**Run 1: routing congestion map**

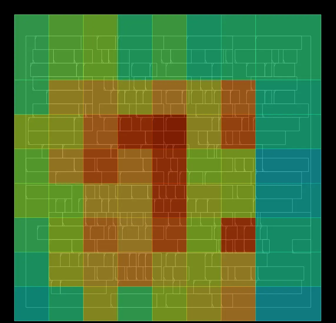
**Run 1: sizing map**

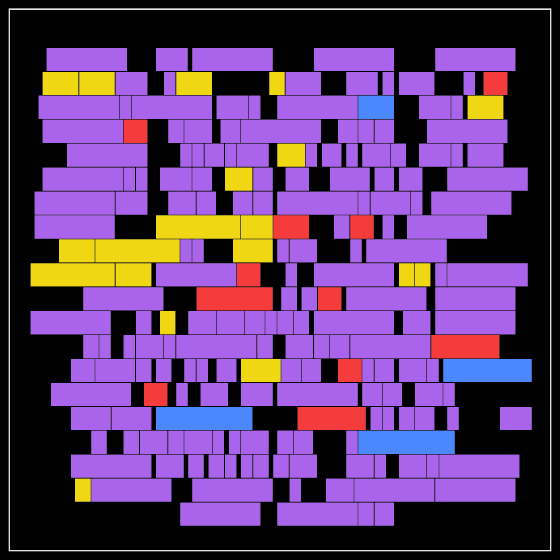
**Run 1: signal wires on met1**

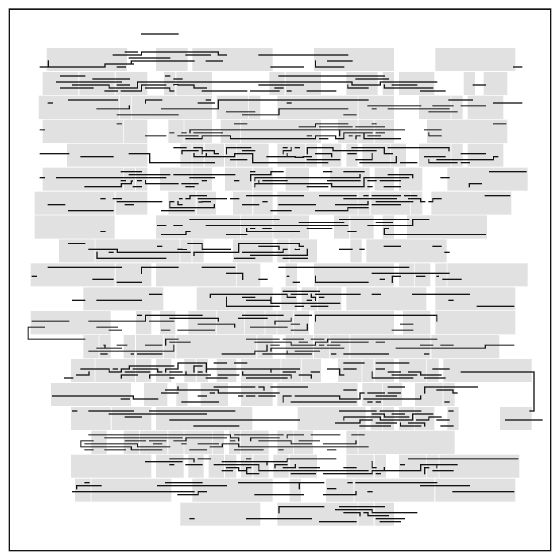
**Run 1: signal wires on met2**

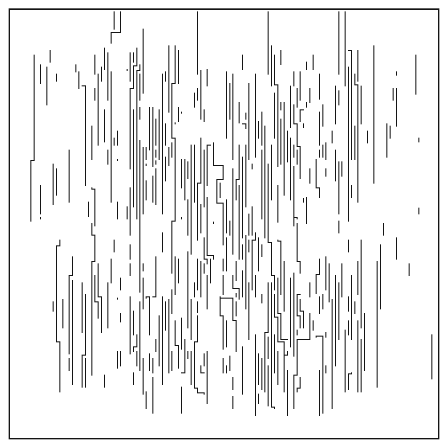
===== config.mk =====
export PLATFORM = sky130hd
export DESIGN_NAME = uart_rx_flat
export DESIGN_NICKNAME = d
export VERILOG_FILES = /design/src/rtl/uart_pkg.sv /design/src/rtl/uart_rx_if.sv /design/src/rtl/uart_rx_sync.sv /design/src/rtl/uart_rx.sv /design/src/flat_wrapper.sv
export SDC_FILE = /design/constraint.sdc
export NUM_CORES = 1
export LEC_CHECK = 0
export ABC_CLOCK_PERIOD_IN_PS = 2800
export CAP_MARGIN = 20
export CORE_MARGIN = 2
export CORE_UTILIZATION = 65
export CTS_CLUSTER_DIAMETER = 150
export CTS_CLUSTER_SIZE = 30
export DETAILED_ROUTE_END_ITERATION = 7
export DONT_BUFFER_PORTS = 1
export GPL_TIMING_DRIVEN = 0
export PLACE_DENSITY = 0.82
export SETUP_SLACK_MARGIN = 0.3
export SKIP_CTS_REPAIR_TIMING = 1
export SYNTH_ARGS = -nofsm -noshare
export SYNTH_HDL_FRONTEND = slang
export SYNTH_SLANG_ARGS = --single-unit
export TNS_END_PERCENT = 50

===== constraint.sdc =====
create_clock -name clk -period 2.8 [get_ports clk]
set_clock_uncertainty 0.05 [all_clocks]
set_input_delay 0.56 -clock clk [delete_from_list [all_inputs] [get_ports clk]]
set_output_delay 0.56 -clock clk [all_outputs]
set_load 0.05 [all_outputs]

===== src/rtl/uart_pkg.sv =====
// uart_pkg: types and helpers shared by the UART receiver and transmitter.
//   parity_e   : parity mode decoded from the PARITY string parameter
//   stop_e     : stop-bit setting decoded from the STOP string parameter
//   rx_state_e : receiver FSM states
//   bit_cycles : clocks per bit for a given clock (MHz) and baud rate
//   parity_error : parity check of a received frame
package uart_pkg;

    typedef enum logic [2:0] {
        PAR_NONE,
        PAR_ODD,
        PAR_EVEN,
        PAR_SPACE,
        PAR_MARK
    } parity_e;

    typedef enum logic [1:0] {
        STOP_ONE,
        STOP_ONEHALF,
        STOP_TWO
    } stop_e;

    typedef enum logic [2:0] {
        ST_IDLE,
        ST_START,
        ST_DATA,
        ST_PARITY,
        ST_STOP
    } rx_state_e;

    function automatic int bit_cycles(input int clk_mhz, input int baud);
        return (clk_mhz * 1000000) / baud;
    endfunction

    // par is the XOR of all received data bits, pbit the received parity bit.
    function automatic logic parity_error(input parity_e mode, input logic par, input logic pbit);
        case (mode)
            PAR_ODD:   return (par ^ pbit) != 1'b1;
            PAR_EVEN:  return (par ^ pbit) != 1'b0;
            PAR_SPACE: return pbit != 1'b0;
            PAR_MARK:  return pbit != 1'b1;
            default:   return 1'b0;
        endcase
    endfunction

endpackage


===== src/rtl/uart_rx_if.sv =====
// uart_rx_if: receive-side result bus from uart_rx to host/FIFO logic.
//   data_out   : received byte, bits above DATA_LEN are 0
//   data_valid : one-cycle strobe, data_out/parity_err/frame_err updated
//   parity_err : parity mismatch on last frame
//   frame_err  : stop bit sampled low on last frame
//   busy       : receiver not idle
// Modports: master = receiver (drives), slave = consumer.
interface uart_rx_if;
    logic [7:0] data_out;
    logic       data_valid;
    logic       parity_err;
    logic       frame_err;
    logic       busy;

    modport master (output data_out, data_valid, parity_err, frame_err, busy);
    modport slave  (input  data_out, data_valid, parity_err, frame_err, busy);
endinterface


===== src/rtl/uart_rx_sync.sv =====
// uart_rx_sync: 2-flop synchronizer for the asynchronous serial line plus
// falling-edge detect on the synchronized level. All flops reset to 1
// (line idle) so reset release never looks like a start edge.
//   clk, rst_n : clock, async active-low reset
//   rx_in      : raw serial line
//   rx_s       : synchronized line
//   fall       : one-cycle pulse on a synchronized high->low transition
module uart_rx_sync (
    input  logic clk,
    input  logic rst_n,
    input  logic rx_in,
    output logic rx_s,
    output logic fall
);
    logic s1;
    logic rx_s_d;

    always_ff @(posedge clk or negedge rst_n) begin
        if (!rst_n) begin
            s1     <= 1'b1;
            rx_s   <= 1'b1;
            rx_s_d <= 1'b1;
        end else begin
            s1     <= rx_in;
            rx_s   <= s1;
            rx_s_d <= rx_s;
        end
    end

    assign fall = rx_s_d & ~rx_s;
endmodule


===== src/rtl/uart_rx.sv =====
// uart_rx: asynchronous serial receiver (oversampled by clk).
// Detects the start edge, re-aligns to mid-bit, samples data LSB first,
// optional parity, checks the first stop bit and strobes the result.
//   clk, rst_n : clock, async active-low reset
//   rx_in      : serial line, idle high
//   rx_if      : uart_rx_if.master result bus (data_out, data_valid,
//                parity_err, frame_err, busy)
// Parameters: CLK_FREQ (MHz), BAUD_RATE, DATA_LEN (5..8), PARITY
//   ("NONE"/"ODD"/"EVEN"/"SPACE"/"MARK"), STOP ("ONE"/"ONEHALF"/"TWO";
//   only the first stop bit is ever checked, so it does not change logic).
// Build option: define UART_RX_MAJORITY_EN for a 2-of-3 majority vote of
//   the three synchronized samples ending at each sample point.
module uart_rx
    import uart_pkg::*;
#(
    parameter int    CLK_FREQ  = 50,
    parameter int    BAUD_RATE = 115200,
    parameter int    DATA_LEN  = 8,
    parameter string PARITY    = "NONE",
    parameter string STOP      = "ONE"
) (
    input  logic       clk,
    input  logic       rst_n,
    input  logic       rx_in,
    uart_rx_if.master  rx_if
);
    localparam parity_e PAR_MODE = (PARITY == "ODD")   ? PAR_ODD   :
                                   (PARITY == "EVEN")  ? PAR_EVEN  :
                                   (PARITY == "SPACE") ? PAR_SPACE :
                                   (PARITY == "MARK")  ? PAR_MARK  : PAR_NONE;
    localparam bit          PAR_EN   = (PAR_MODE != PAR_NONE);
    localparam int          CYCLE    = bit_cycles(CLK_FREQ, BAUD_RATE);
    localparam logic [15:0] HALF_PT  = 16'(CYCLE / 2 - 1);
    localparam logic [15:0] FULL_PT  = 16'(CYCLE - 1);
    localparam logic [2:0]  LAST_BIT = 3'(DATA_LEN - 1);

    logic        rx_s;
    logic        fall;
    logic        sample;
    rx_state_e   state_q, state_d;
    logic [15:0] cycle_cnt;
    logic        half_pt, full_pt, sample_pt;
    logic [7:0]  data_reg;
    logic [2:0]  bit_ptr;
    logic        par;
    logic        par_err_q;

    uart_rx_sync u_sync (
        .clk   (clk),
        .rst_n (rst_n),
        .rx_in (rx_in),
        .rx_s  (rx_s),
        .fall  (fall)
    );

`ifdef UART_RX_MAJORITY_EN
    // hist[0] = rx_s one clock ago, hist[1] = two clocks ago; vote with the
    // current rx_s so the decision lands on the sample point itself.
    logic [1:0] hist;

    always_ff @(posedge clk or negedge rst_n) begin
        if (!rst_n) hist <= 2'b11;
        else        hist <= {hist[0], rx_s};
    end

    assign sample = (hist[1] & hist[0]) | (hist[1] & rx_s) | (hist[0] & rx_s);
`else
    assign sample = rx_s;
`endif

    assign half_pt = (cycle_cnt == HALF_PT);
    assign full_pt = (cycle_cnt == FULL_PT);

    always_ff @(posedge clk or negedge rst_n) begin
        if (!rst_n) state_q <= ST_IDLE;
        else        state_q <= state_d;
    end

    always_comb begin
        state_d   = state_q;
        sample_pt = 1'b0;
        case (state_q)
            ST_IDLE: if (fall) state_d = ST_START;
            ST_START: if (half_pt) begin
                sample_pt = 1'b1;
                // line back high by mid-start: treat as glitch
                state_d   = sample ? ST_IDLE : ST_DATA;
            end
            ST_DATA: if (full_pt) begin
                sample_pt = 1'b1;
                if (bit_ptr == LAST_BIT) state_d = PAR_EN ? ST_PARITY : ST_STOP;
            end
            ST_PARITY: if (full_pt) begin
                sample_pt = 1'b1;
                state_d   = ST_STOP;
            end
            ST_STOP: if (full_pt) begin
                sample_pt = 1'b1;
                // leave at mid-stop so a following start edge is never missed
                state_d   = ST_IDLE;
            end
            default: state_d = ST_IDLE;
        endcase
    end

    // Counter restarts at every sample point; after the mid-start sample the
    // FULL_PT hits are therefore at mid-bit.
    always_ff @(posedge clk or negedge rst_n) begin
        if (!rst_n)                             cycle_cnt <= '0;
        else if (state_q == ST_IDLE || sample_pt) cycle_cnt <= '0;
        else                                    cycle_cnt <= cycle_cnt + 16'd1;
    end

    always_ff @(posedge clk or negedge rst_n) begin
        if (!rst_n) begin
            data_reg         <= '0;
            bit_ptr          <= '0;
            par              <= 1'b0;
            par_err_q        <= 1'b0;
            rx_if.data_out   <= '0;
            rx_if.data_valid <= 1'b0;
            rx_if.parity_err <= 1'b0;
            rx_if.frame_err  <= 1'b0;
        end else begin
            rx_if.data_valid <= 1'b0;
            case (state_q)
                ST_IDLE: begin
                    data_reg  <= '0;
                    bit_ptr   <= '0;
                    par       <= 1'b0;
                    par_err_q <= 1'b0;
                end
                ST_DATA: if (full_pt) begin
                    data_reg[bit_ptr] <= sample;
                    par               <= par ^ sample;
                    bit_ptr           <= bit_ptr + 3'd1;
                end
                ST_PARITY: if (full_pt) begin
                    par_err_q <= parity_error(PAR_MODE, par, sample);
                end
                ST_STOP: if (full_pt) begin
                    rx_if.frame_err  <= ~sample;
                    rx_if.parity_err <= par_err_q;
                    rx_if.data_out   <= data_reg;
                    rx_if.data_valid <= 1'b1;
                end
                default: ;
            endcase
        end
    end

    assign rx_if.busy = (state_q != ST_IDLE);
endmodule


===== src/flat_wrapper.sv =====
// flat-port wrapper written by rule: the top's interface ports become plain ports
module uart_rx_flat import uart_pkg::*;
#(
    parameter int    CLK_FREQ  = 50,
    parameter int    BAUD_RATE = 115200,
    parameter int    DATA_LEN  = 8,
    parameter string PARITY    = "    ",
    parameter string STOP      = "   "
)
  (clk, rst_n, rx_in, rx_if_data_out, rx_if_data_valid, rx_if_parity_err, rx_if_frame_err, rx_if_busy);
  uart_rx_if rx_if_i ();
  input  logic clk;
  input  logic rst_n;
  input  logic rx_in;
  output wire logic [$bits(rx_if_i.data_out)-1:0] rx_if_data_out;
  output wire logic [$bits(rx_if_i.data_valid)-1:0] rx_if_data_valid;
  output wire logic [$bits(rx_if_i.parity_err)-1:0] rx_if_parity_err;
  output wire logic [$bits(rx_if_i.frame_err)-1:0] rx_if_frame_err;
  output wire logic [$bits(rx_if_i.busy)-1:0] rx_if_busy;
  assign rx_if_data_out = rx_if_i.data_out;
  assign rx_if_data_valid = rx_if_i.data_valid;
  assign rx_if_parity_err = rx_if_i.parity_err;
  assign rx_if_frame_err = rx_if_i.frame_err;
  assign rx_if_busy = rx_if_i.busy;
  uart_rx #(.CLK_FREQ(CLK_FREQ), .BAUD_RATE(BAUD_RATE), .DATA_LEN(DATA_LEN), .PARITY(PARITY), .STOP(STOP)) u_core (.clk(clk), .rst_n(rst_n), .rx_in(rx_in), .rx_if(rx_if_i));
endmodule

==> impl_metrics.tcl, run 1 <==
# place-and-route summary
set metrics [dict create \
    ys_cells 196 \
    setup_tns_ns 0 \
    syn_inst 196 \
    drt_iter0_drc 85 \
    outcome "finished, final reports clean" \
    yosys_area_sq_um 2141 \
    max_freq_mhz 421.5 \
    place_congestion 0.8420 \
    tool_warnings 28 \
    top_area_share_pct 46.76 \
    yosysWarnings 0 \
    period_used_pct 84.73 \
    cts_made_buffers 5 \
    htreeDepth 2 \
    place_ws_ns 0.5439 \
    postSynthSeqShare_pct 50.44 \
    chip_area_sq_um 3769 \
    r2r-end "u_core.cycle_cnt[0]$_DFF_PN0_" \
    clk_latency_ns 0.36 \
    seq_area_sq_um 1080 \
    synth_top_flop_cell "dfrtp_1" \
    antenna_found_initial 0 \
    root_buffer "clkbuf_4" \
]
Notes on 'routing congestion map' above:
Routed wire per std cell: 15.56 microns
grt met3 use: 6.513%

Notes on 'sizing map' above:
Key: red = x3 and x4 [cells 11]; blue = x6 and larger [cells 4]; purple = x1 and smaller [cells 172]; yellow = x2 [cells 19]
Setup WS post-layout: 0.4276 ns
Buffers, non-clock: 13

Notes on 'signal wires on met1' above:
The layer carries 1800 microns of wire. The layer holds 46% of the routed length.
detailed-route via count: 1494
met1 track demand over resource: 35.49%
WL final: 3.890 mm

Notes on 'signal wires on met2' above:
The wires run mostly vertical. The layer holds 48% of the routed length. The layer carries 1860 microns of wire.
met2 Track Usage GR: 36.17%

[run 1: layout make-up]
type                       instances  share of cell area [%]
buffer                            11                   2.678
clock buffer                       6                   1.768
clock inverter                     2                   2.571
inverter                           7                   1.125
multi-input combinational        135                   41.67
sequential                        43                   46.22
tap                               44                   2.357
timing repair buffer               2                   1.607
[run 1: power by group]
group	internal (mW)	total, mW	switching (mW)
logic	0.103	0.229	0.126
registers	0.674	0.737	0.0632
clock network	0.279	0.475	0.196
total	1.06	1.44	0.385
[run 1: layer usage]
| metal | GRT usage [%] | vias to the layer above | routed length, microns |
|---|---|---|---|
| li1 | - | 708 | - |
| met3 | 6.513 | 8 | 177 |
| met5 | 0 | - | 0 |
| met1 | 35.49 | 742 | 1797 |
| met4 | 8.511 | 0 | 58 |
| met2 | 36.17 | 36 | 1857 |
[run 1: worst min-delay path by stage]
stage	end	slack, ns	cells after the start
final	u_core.u_sync.s1$_DFF_PN1_	0.14	0
after global routing	u_core.u_sync.s1$_DFF_PN1_	0.12	0
after CTS	u_core.rx_if.data_valid$_DFF_PN0_	-0.18	0
after detailed placement	u_core.cycle_cnt[12]$_DFF_PN0_	0.22	0
after global placement	u_core.cycle_cnt[12]$_DFF_PN0_	0.22	0
after floorplan	u_core.bit_ptr[0]$_DFFE_PN0P_	0.21	0
[run 1: kinds of logic after synthesis]
logic type / share of synthesized area (%)
fa+ha+maj: 2.922
other cells: 0.1752
xor+xnor: 5.728
buf+inv: 4.091
compound gates: 2.922
flops: 50.44
simple gates: 24.78
mux: 8.942
[run 1: layout by cell type (no fill, tap or decap), types with 2 or more instances in the layout]
cell,count
mux2_2,6
nand4b_1,3
nor2_1,15
mux2_1,3
nor3_1,11
nor2b_1,3
nand4_1,9
bufinv_16,2
dfstp_2,3
mux2i_1,9
buf_4,2
buf_2,4
xor2_1,2
clkbuf_4,5
nor4_1,5
xnor2_1,12
inv_1,7
nor4_4,2
nand2_1,17
ha_1,5
dfrtp_1,40
clkbuf_1,3
and3_1,3
nand3_1,10
[run 1: worst max-delay path, cell delays in order (launching register included)]
cell	delay [ns]
dfrtp_1	0.39
clkbuf_1	0.22
or3_1	0.45
clkbuf_2	0.35
[run 1: through the flow]
step,power [mW],cell area (sq um)
floorplan,0.9078,2141
global placement,0.9441,2196
detailed placement,0.9564,2196
CTS,1.430,2297
global route,1.516,2336
finish,1.441,2336
**Run 1: local utilization**

Scale bar: 20 microns. 6 x 6 tiles, from dark blue (low) to red (high), 0 to 100% covered.
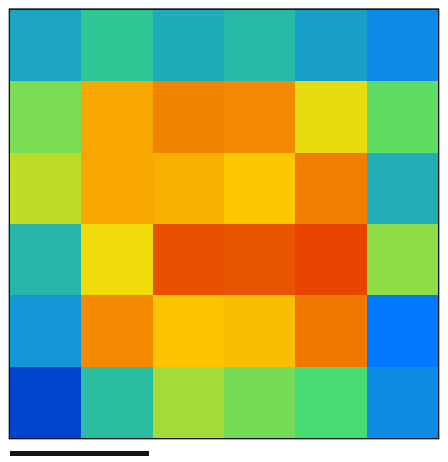

## Run 2: what changed since run 1
ABC_CLOCK_PERIOD_IN_PS = 2000   (was 2800)
CORE_UTILIZATION = 56   (was 65)
PLACE_DENSITY = 0.75   (was 0.82)
clock period = 2 ns   (was 2.8 ns; I/O delays follow)
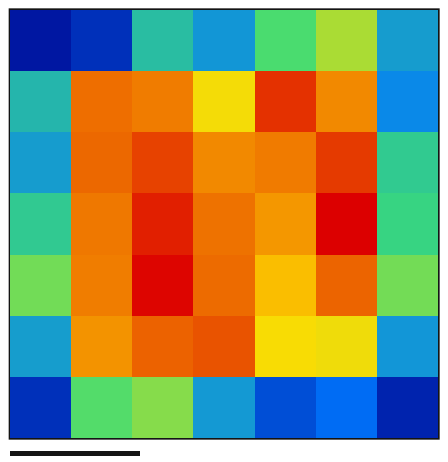
**Above:** run 2 (local utilization).
Scale bar: 20 microns. 7 x 7 tiles, from dark blue (low) to red (high), 0 to 100% covered.
The fullest tile reaches 100%. 45% of the tiles are over 75% full. The densest ninth of the die: centre. The mean over all tiles is 62%.
final core utilization: 75.02%
Core ar.: 3661 sq um
Init Core Util: 58.48%

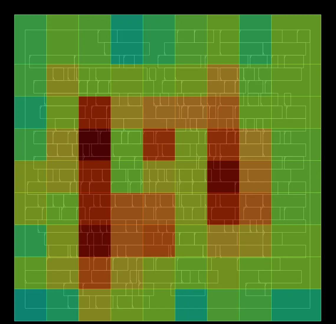
**Above:** run 2 (routing congestion map).
met2 Track Usage GR: 36.62%
grt met3 use: 4.089%

==> impl_metrics.tcl, run 2 <==
# place-and-route summary
set metrics [dict create \
    clk_latency_ns 0.30 \
    synth_top_flop_cell "dfrtp_1" \
    slowest_delay_ns 0.41 \
    drt_iter0_drc 104 \
    postSynthSeqShare_pct 50.44 \
    p_seq_share_pct 46.2 \
    fa_ha_area_share_pct 2.922 \
    aoi_share_pct 2.922 \
    chip_area_sq_um 4334 \
    max_freq_mhz 536.5 \
    path_buffers 2 \
    syn_inst 196 \
    synthSimpleGateAreaFrac_pct 24.78 \
    top_logic_kind "simple AND/OR/NAND/NOR gates" \
    ys_sh_mux_pct 8.942 \
    cp_slowest_cell "or3_4" \
    top_area_share_pct 46.76 \
    antenna_found_initial 0 \
    root_buffer "clkbuf_8" \
    path_delay_family "simple AND/OR/NAND/NOR gates" \
    htreeDepth 2 \
    ys_cells 196 \
    place_ws_ns 0.1097 \
    outcome "finished, final reports clean" \
    final_layout_top_logic_cells "dfrtp_1 (35), nand2_1 (17), buf_4 (16)" \
    wl_mm 4.657 \
    period_used_pct 93.20 \
]
[run 2: logic make-up (layout without fill, tap and decap cells)]
family	after synthesis	in the layout
compound gates	9	9
xor+xnor	14	14
fa+ha+maj	5	5
buf+inv	18	49
flops	43	43
mux	18	18
other cells	1	1
simple gates	88	88
[run 2: stage by stage]
stage / cells / instance area [sq um] / hold WS [ns] / util, %
floorplan: 196 / 2142 / 0.05441 / -
global placement: 244 / 2202 / 0.05537 / 60.15
detailed placement: 244 / 2202 / 0.05536 / 60.15
CTS: 252 / 2335 / -0.2636 / 63.77
global route: 275 / 2746 / 0.03585 / 75.02
finish: 275 / 2746 / 0.05129 / 75.02
[run 2: worst paths after layout]
kind                                                              to  slack (ns)  cells after the start                           start
worst min-delay path                      u_core.u_sync.s1$_DFF_PN1_        0.05                      0                           rx_in
worst min register to register          u_core.u_sync.rx_s$_DFF_PN1_        0.31                      0      u_core.u_sync.s1$_DFF_PN1_
worst max-delay path                                      rx_if_busy        0.14                      3   u_core.state_q[0]$_DFFE_PN0P_
min in group asynchronous       u_core.rx_if.data_out[5]$_DFFE_PN0P_        0.56                      2                           rst_n
max in group asynchronous             u_core.u_sync.rx_s_d$_DFF_PN1_        1.07                      2                           rst_n
worst max register to register        u_core.data_reg[2]$_DFFE_PN0P_        0.17                      6  u_core.cycle_cnt[14]$_DFF_PN0_
[run 2: final cells by class]
class | count | area (sq um)
plain buffers | 11 | 101.3
clock buffers | 6 | 72.57
clock inverters | 2 | 60.06
fillers | 240 | 914.6
inverters | 7 | 26.28
multi-input cells | 135 | 1115
flip-flops and latches | 43 | 1086
well taps | 48 | 60.06
repair buffers | 23 | 225.2
[run 2: per-layer routing]
| layer | up-vias | wire length, microns | GRT usage (%) |
|---|---|---|---|
| met3 | 12 | 151 | 4.089 |
| met1 | 792 | 1888 | 24.22 |
| met5 | - | 0 | 0 |
| met2 | 39 | 2524 | 36.62 |
| li1 | 742 | - | - |
| met4 | 0 | 92 | 6.250 |
[run 2: power groups by stage]
stage / Sequential, mW / Clock [mW] / Combinational (mW)
floorplan: 1.03 / 0 / 0.243
global placement: 1.05 / 0 / 0.275
detailed placement: 1.05 / 0 / 0.295
CTS: 1.03 / 0.803 / 0.299
global route: 1.05 / 0.838 / 0.460
finish: 1.04 / 0.794 / 0.417
**Run 2: signal wires on met1**

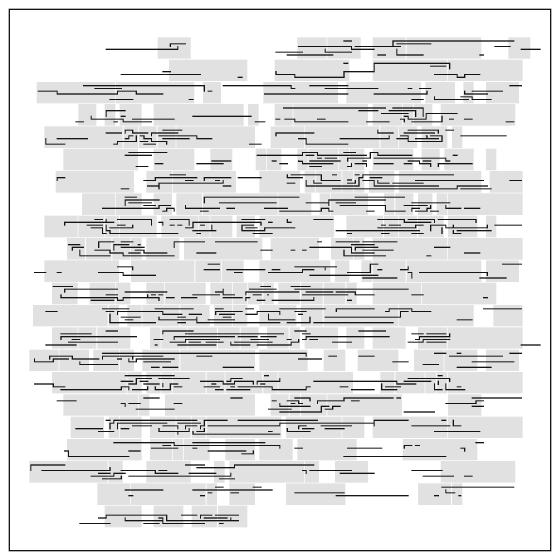

## Run 3: what changed since run 2
ABC_CLOCK_PERIOD_IN_PS = 1800   (was 2000)
CORE_UTILIZATION = 62   (was 56)
PLACE_DENSITY = 0.79   (was 0.75)
clock period = 1.8 ns   (was 2 ns; I/O delays follow)
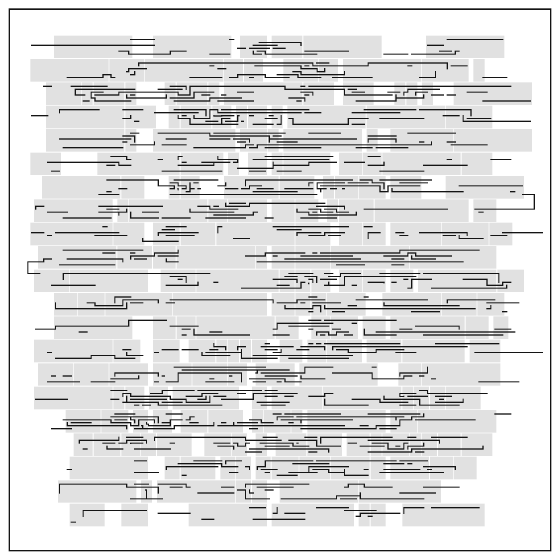
**Above:** run 3 (signal wires on met1).
The wires run mostly horizontal. The layer holds 40% of the routed length. The longest straight run is 23.9 microns. 219 nets have wire on it.
detailed-route via count: 1742
met1 track demand over resource: 32.72%
WL final: 5.603 mm

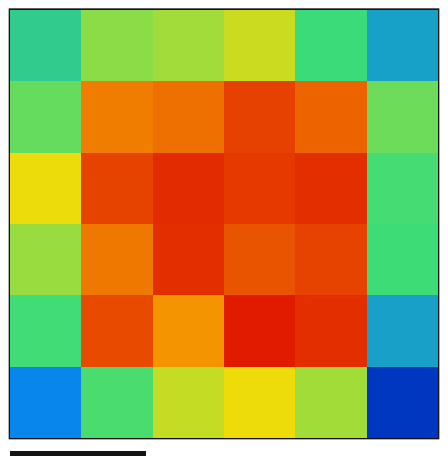
**Above:** run 3 (local utilization).
Scale bar: 20 microns. 6 x 6 tiles, from dark blue (low) to red (high), 0 to 100% covered.
The densest ninth of the die: centre. 44% of the tiles are over 75% full. The fullest tile reaches 97%. The mean over all tiles is 70%.
Core ar.: 3337 sq um
Init Core Util: 64.15%
final core utilization: 84.06%

==> impl_metrics.tcl, run 3 <==
# place-and-route summary
set metrics [dict create \
    outcome "finished with violations" \
    violations "setup timing" \
    syn_inst 196 \
    wire_per_inst_microns 20.37 \
    p_seq_share_pct 48.1 \
    p_comb_share_pct 21.4 \
    final_layout_top_logic_cells "dfrtp_1 (36), buf_4 (18), nand2_1 (16)" \
    setup_tns_ns -0.7050 \
    fillerInstances 177 \
    ys_cells 196 \
    final_cells 275 \
    cts_made_buffers 5 \
    placed_cells 242 \
    setup_slack_ns -0.09278 \
    tool_warnings 30 \
    drt_iter0_drc 110 \
    yosysWarnings 0 \
    root_buffer "clkbuf_4" \
    intPower_mw 1.742 \
    synth_top_flop_cell "dfrtp_1" \
    setup_viol 32 \
    place_congestion 0.7952 \
    p_clk_share_pct 30.5 \
    yosys_area_sq_um 2141 \
    postSynthSeqShare_pct 50.44 \
    clk_latency_ns 0.35 \
    period_used_pct 105.2 \
    cp_slowest_cell "or3_4" \
    crit_chain "buf_6 -> or3_4 -> buf_12" \
]
-- run 3: cell counts after synthesis --
Identical to the previous run, type by type.
-- run 3: metrics by stage --
step | hold slack [ns] | power, mW | area [sq um] | worst slack [ns]
after floorplan | 0.01441 | 1.401 | 2183 | 0.1506
after global placement | 0.01558 | 1.460 | 2241 | -0.08149
after detailed placement | 0.01591 | 1.491 | 2241 | -0.1113
after CTS | -0.3720 | 2.229 | 2346 | -0.2866
after global routing | 0.3216 | 2.548 | 2805 | -0.1286
final | 0.3185 | 2.449 | 2805 | -0.09278
-- run 3: kinds of logic (layout without fill, tap and decap cells) --
group	count (synthesis)	after routing	share of synthesized area (%)
simple gates	88	88	24.78
flops	43	43	50.44
mux	18	18	8.942
buf+inv	18	51	4.091
xor+xnor	14	14	5.728
compound gates	9	9	2.922
fa+ha+maj	5	5	2.922
other cells	1	1	0.1752
-- run 3: area by class of cell --
class                   count  area, sq um  area share (%)
plain buffers              11        107.6           3.836
clock buffers               5        37.54           1.338
clock inverters             3        67.56           2.409
inverters                   7        26.28          0.9367
multi-input cells         135         1161           41.39
flip-flops and latches     43         1085           38.67
well taps                  46        57.56           2.052
repair buffers             25        262.8           9.367
-- run 3: final timing paths --
path | end | startpoint | depth (start not counted) | slack, ns
max | rx_if_busy | u_core.state_q[2]$_DFFE_PN0P_ | 3 | -0.09
min in group asynchronous | u_core.state_q[2]$_DFFE_PN0P_ | rst_n | 2 | 0.46
max reg2reg | u_core.state_q[2]$_DFFE_PN0P_ | u_core.cycle_cnt[2]$_DFF_PN0_ | 6 | -0.07
min | u_core.u_sync.rx_s$_DFF_PN1_ | u_core.u_sync.s1$_DFF_PN1_ | 0 | 0.32
min reg2reg | u_core.u_sync.rx_s$_DFF_PN1_ | u_core.u_sync.s1$_DFF_PN1_ | 0 | 0.32
max in group asynchronous | u_core.u_sync.rx_s$_DFF_PN1_ | rst_n | 2 | 0.96
-- run 3: power groups by stage --
stage               Combinational, mW  Sequential [mW]  Clock (mW)
floorplan                       0.258             1.14           0
global placement                0.296             1.16           0
detailed placement              0.320             1.17           0
CTS                             0.324             1.15       0.750
global route                    0.566             1.18       0.798
finish                          0.525             1.18       0.747
-- run 3: layer usage --
layer / global-route usage, % / vias up / wire (microns)
met2: 34.01 / 108 / 2757
met1: 32.72 / 857 / 2216
met3: 8.288 / 19 / 460
li1: - / 758 / -
met4: 6.389 / 0 / 167
met5: 0 / - / 0
-- run 3: worst max-delay path: cells and delay by family, from the launching register on --
kind | cells | cell delay (ns)
flops | 1 | 0.40
simple gates | 1 | 0.42
buf+inv | 2 | 0.31
Power figures rest on the tool's default switching activity, not on a simulated workload.
